[src/rtl/eth_switch_port_source.sv]
// Frame source for one Rx-side switch port: streams a buffered frame with first/last
// status, zero-pads short frames to MIN_LEN and enforces an inter-packet gap.
module eth_switch_port_source #(
    parameter int ADDR_WIDTH = 11,
    parameter int MIN_LEN    = 60,
    parameter int MAX_LEN    = 1514,
    parameter int IPG        = 12
) (
    input  logic                  sysclk,
    input  logic                  reset,
    input  logic                  send_req,
    input  logic [ADDR_WIDTH-1:0] send_len,
    input  logic                  hold,
    output logic                  send_busy,
    output logic                  send_done,
    output logic                  send_err,
    output logic [ADDR_WIDTH-1:0] buf_addr,
    input  logic [7:0]            buf_data,
    output logic                  RxValid,
    output logic [7:0]            RxD,
    output logic [1:0]            RxSt
);

    localparam int GW = (IPG > 1) ? $clog2(IPG) : 1;
    localparam logic [ADDR_WIDTH-1:0] MinLen  = ADDR_WIDTH'(MIN_LEN);
    localparam logic [ADDR_WIDTH-1:0] MaxLen  = ADDR_WIDTH'(MAX_LEN);
    localparam logic [GW-1:0]         LastGap = GW'(IPG - 1);

    typedef enum logic [1:0] {IDLE, FETCH, SEND, GAP} state_t;

    state_t                state_q, state_d;
    logic [ADDR_WIDTH-1:0] len_q, len_d;
    logic [ADDR_WIDTH-1:0] total_q, total_d;
    logic [ADDR_WIDTH-1:0] byteCnt_q, byteCnt_d;
    logic [GW-1:0]         gapCnt_q, gapCnt_d;
    logic [ADDR_WIDTH-1:0] addr_d;
    logic                  busy_d, done_d, err_d, valid_d;
    logic [7:0]            rxd_d;
    logic [1:0]            rxSt_d;
    logic                  lastByte;

    assign lastByte = (byteCnt_q == total_q - ADDR_WIDTH'(1));

    // buf_addr rests at 0 outside a frame, so the RAM already presents byte 0 during
    // FETCH and the accept edge can move the address straight on to 1.
    always_comb begin
        state_d   = state_q;
        len_d     = len_q;
        total_d   = total_q;
        byteCnt_d = byteCnt_q;
        gapCnt_d  = gapCnt_q;
        addr_d    = buf_addr;
        busy_d    = send_busy;
        done_d    = 1'b0;
        err_d     = 1'b0;
        valid_d   = 1'b0;
        rxd_d     = 8'h00;
        rxSt_d    = 2'b00;
        case (state_q)
            IDLE: begin
                addr_d = '0;
                busy_d = 1'b0;
                if (send_req && !hold) begin
                    if (send_len != '0 && send_len <= MaxLen) begin
                        len_d     = send_len;
                        total_d   = (send_len < MinLen) ? MinLen : send_len;
                        addr_d    = ADDR_WIDTH'(1);
                        byteCnt_d = '0;
                        busy_d    = 1'b1;
                        state_d   = FETCH;
                    end else begin
                        err_d = 1'b1;
                    end
                end
            end
            FETCH, SEND: begin
                valid_d   = 1'b1;
                rxd_d     = (byteCnt_q < len_q) ? buf_data : 8'h00;
                rxSt_d    = {lastByte, byteCnt_q == '0};
                byteCnt_d = byteCnt_q + ADDR_WIDTH'(1);
                state_d   = SEND;
                if (buf_addr < len_q) begin
                    addr_d = buf_addr + ADDR_WIDTH'(1);
                end
                if (lastByte) begin
                    done_d   = 1'b1;
                    addr_d   = '0;
                    gapCnt_d = '0;
                    state_d  = GAP;
                end
            end
            GAP: begin
                // The last-byte cycle counts as the first gap cycle.
                if (gapCnt_q == LastGap) begin
                    busy_d  = 1'b0;
                    state_d = IDLE;
                end else begin
                    gapCnt_d = gapCnt_q + GW'(1);
                end
            end
            default: state_d = IDLE;
        endcase
    end

    always_ff @(posedge sysclk or negedge reset) begin
        if (!reset) begin
            state_q   <= IDLE;
            len_q     <= '0;
            total_q   <= '0;
            byteCnt_q <= '0;
            gapCnt_q  <= '0;
            buf_addr  <= '0;
            send_busy <= 1'b0;
            send_done <= 1'b0;
            send_err  <= 1'b0;
            RxValid   <= 1'b0;
            RxD       <= 8'h00;
            RxSt      <= 2'b00;
        end else begin
            state_q   <= state_d;
            len_q     <= len_d;
            total_q   <= total_d;
            byteCnt_q <= byteCnt_d;
            gapCnt_q  <= gapCnt_d;
            buf_addr  <= addr_d;
            send_busy <= busy_d;
            send_done <= done_d;
            send_err  <= err_d;
            RxValid   <= valid_d;
            RxD       <= rxd_d;
            RxSt      <= rxSt_d;
        end
    end

endmodule

[config.mk]
export PLATFORM = sky130hd
export DESIGN_NAME = eth_switch_port_source
export DESIGN_NICKNAME = d
export VERILOG_FILES = /design/src/rtl/eth_switch_port_source.sv
export SDC_FILE = /design/constraint.sdc
export NUM_CORES = 1
export LEC_CHECK = 0
export CORE_MARGIN = 3
export CORE_UTILIZATION = 40
export CTS_CLUSTER_DIAMETER = 150
export DETAILED_ROUTE_END_ITERATION = 6
export GPL_ROUTABILITY_DRIVEN = 0
export PLACE_DENSITY = 0.72
export SLEW_MARGIN = 20
export SYNTH_ARGS = -nofsm -noshare
export SYNTH_HDL_FRONTEND = slang
export SYNTH_SLANG_ARGS = --single-unit
[constraint.sdc]
create_clock -name sysclk -period 5.5 [get_ports sysclk]
set_input_delay 1.1 -clock sysclk [delete_from_list [all_inputs] [get_ports sysclk]]
set_output_delay 1.1 -clock sysclk [all_outputs]
set_load 0.005 [all_outputs]
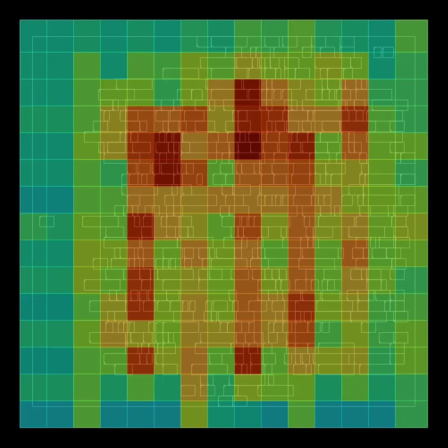
Figure 1: routing congestion.
most crowded layer after global routing: met2
met3 demand-to-capacity share in global routing: 0.03768

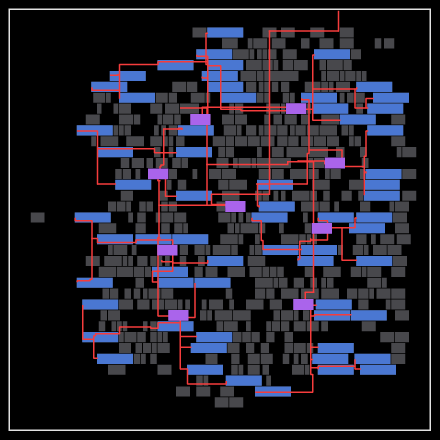
Figure 2: clock wires, drivers and flops.
Drawn at 4 px/um.
red -> clock wires  # length 888 um
blue -> flip-flops  # count 63
purple -> cells driving clock nets  # count 9
routed clock nets = 10
flops lie = all over the die

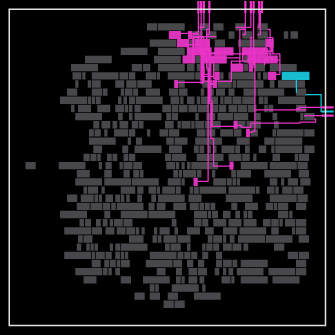
Figure 3: I/O nets highlighted.
Drawn at 3 px/um.
cyan -> `send_err`  # bits 1, direction output, end cells 1, wire 20.3 um
magenta -> `send_len`  # bits 11, direction input, end cells 35, wire 591 um

==> notes.md <==
From the run reports.

- The run finished with clean final reports.
- The dominant register cell in the synthesized netlist reads dfrtp_1.
- The biggest power consumer among the groups is registers.
- Among all cell types in the netlist, the one instantiated most often is dfrtp_1.
- In this run the horizontal extent of the chip is 104.9 um.
- The y dimension of the die is 104.9 um.
- The sum of negative setup slack is 0 ns.
- The path depth of the worst reg2reg path reads 8.
- The register clock-pin slew on the reported worst setup and hold paths is 0.06 ns.
- The number of search-and-repair iterations in the first detailed-routing pass reads 5.
- The STA report counts the stages on the worst setup path as 7.
- The classification of the worst setup path is input port to register.
- The average routed wire per standard cell reads 16.47 um.
- The tally of filler cells in the layout is 885.
- In the finished design, the share of the clock period the worst path needs comes to 0.6225.
- The post-synth design cell area is between 0.003 and 0.004 mm^2.
- In this build the clock could be raised as far as 292.1 MHz.
- The commonest cells after synthesis are 63 x dfrtp_1, 46 x inv_1, 32 x nand2_1.
- The data arrival time at the worst-slack endpoint is between 3 and 4 ns.
- The maximum vdd drop is 0.00008379 V.
- The count of hold-fix buffers inserted at cts reads 0.
- The via count of the first global-routing pass reads 3321.
- Per the STA report, the cell with the highest stage delay on the worst path is o211ai_1.
- The worst path meets setup with slightly above 2 ns of slack.
- Per the post-place timing report, worst setup slack is about 1.8 ns.
- The final number of setup-violating endpoints is 0.
- The remaining max-slew budget at the tightest pin is 0.4686.
- In the global route stage, met2 resource usage came out at 0.2883.
- The global-route wire length before repair is 16500 um.
- The number of violations reported at the end of detailed-routing iteration 0 is 182.
- Note, the detailed placer reported a final HPWL of 7336 um.
- Per the post-run analysis, buffers plus inverters along the critical path come to 1.
- Yosys reports the multiplexer fraction of the synthesized area as 0.03038.
- The worst setup path endpoint reads byteCnt_q[10].
- The count of clock tree sinks reads 63.
- The placeable core region reads between 0.009 and 0.01 mm^2.
- The cell family with the largest share of critical-path delay is simple AND/OR/NAND/NOR gates.
- The power per unit of standard cell area reads 185.7 mW/mm^2.
- The initial standard-cell utilization of the core reads 0.4175.
- The minimum clock period after layout is between 3 and 4 ns.
- The pin slew with the least headroom to its limit reads 0.7972 ns.
- The share of total power in the clock network is 0.409.
- The cell at the root of the clock tree is clkbuf_8.
- STA classifies the critical path startpoint as an input port.
- The final hold slack is 0.5702 ns.
- The combined flip-flop and latch cell area is ~0.0016 mm^2.
- The share of total power consumed by net switching is 0.2258.
- Per the cell usage report, the commonest logic cell in the layout is dfrtp_1.
- The count of unresolved DRC violations after routing is 0.
- The net count after synthesis is 476.
- Per the placement report, the placed cell count is 588.
- In the finished layout, the clock tree contains a buffer count of 13.
- The number of multi-input combinational cells reads about 300.
- Looking at area per cell type in the netlist, the leader is dfrtp_1.
- The largest cell class by area is logic gates.
- The share of synthesized area occupied by flip-flops and latches is 0.4029.
- The clock tree from TritonCTS is done.
- The simple-gate share of the synthesized area reads 0.1772.
- The count of nets left with antenna violations after detail routing reads 0.
- The internal portion of the total power is 0.6721 mW.
- The combinational group power is 0.0462 mW.
- The largest family of logic cells by area is AND-OR/OR-AND gates.
- The flow inserted 129 tap cells.
- Entering global routing, the biggest net connects 64 pins.
- The area growth from synthesis to layout is 19.51%.
- The share of the synthesized area in the top cell type is 0.4029.
- The synthesized netlist cell count is 425.
- The length of routed met3 wiring is about 550 um.
- The count of maximum capacitance violations is 0.
- The fraction of registers with async set or reset after synthesis is 1.000.
- Per STA, the worst path is made up of clkdlybuf4s50_1 > or4_1 > nor2_1 > nand3_1 > o211a_1 > o211ai_1 > o22ai_1.
- The overall die size recorded for this design is 0.01100 mm^2.
- The capture instance of the worst register-to-register path reads buf_addr[4].
- Of all nets on the critical path, the largest fanout is 8.
- The launch point of the worst path is send_len[7].
- The buffer_ports step reported a buffer count of 47.
- The routed wire length reads 9933 um.
- The critical path endpoint has a required time of 5.69 ns.
- The part of the power in registers is 0.538.
No activity file was given, so power comes from the tool's default toggle rates.
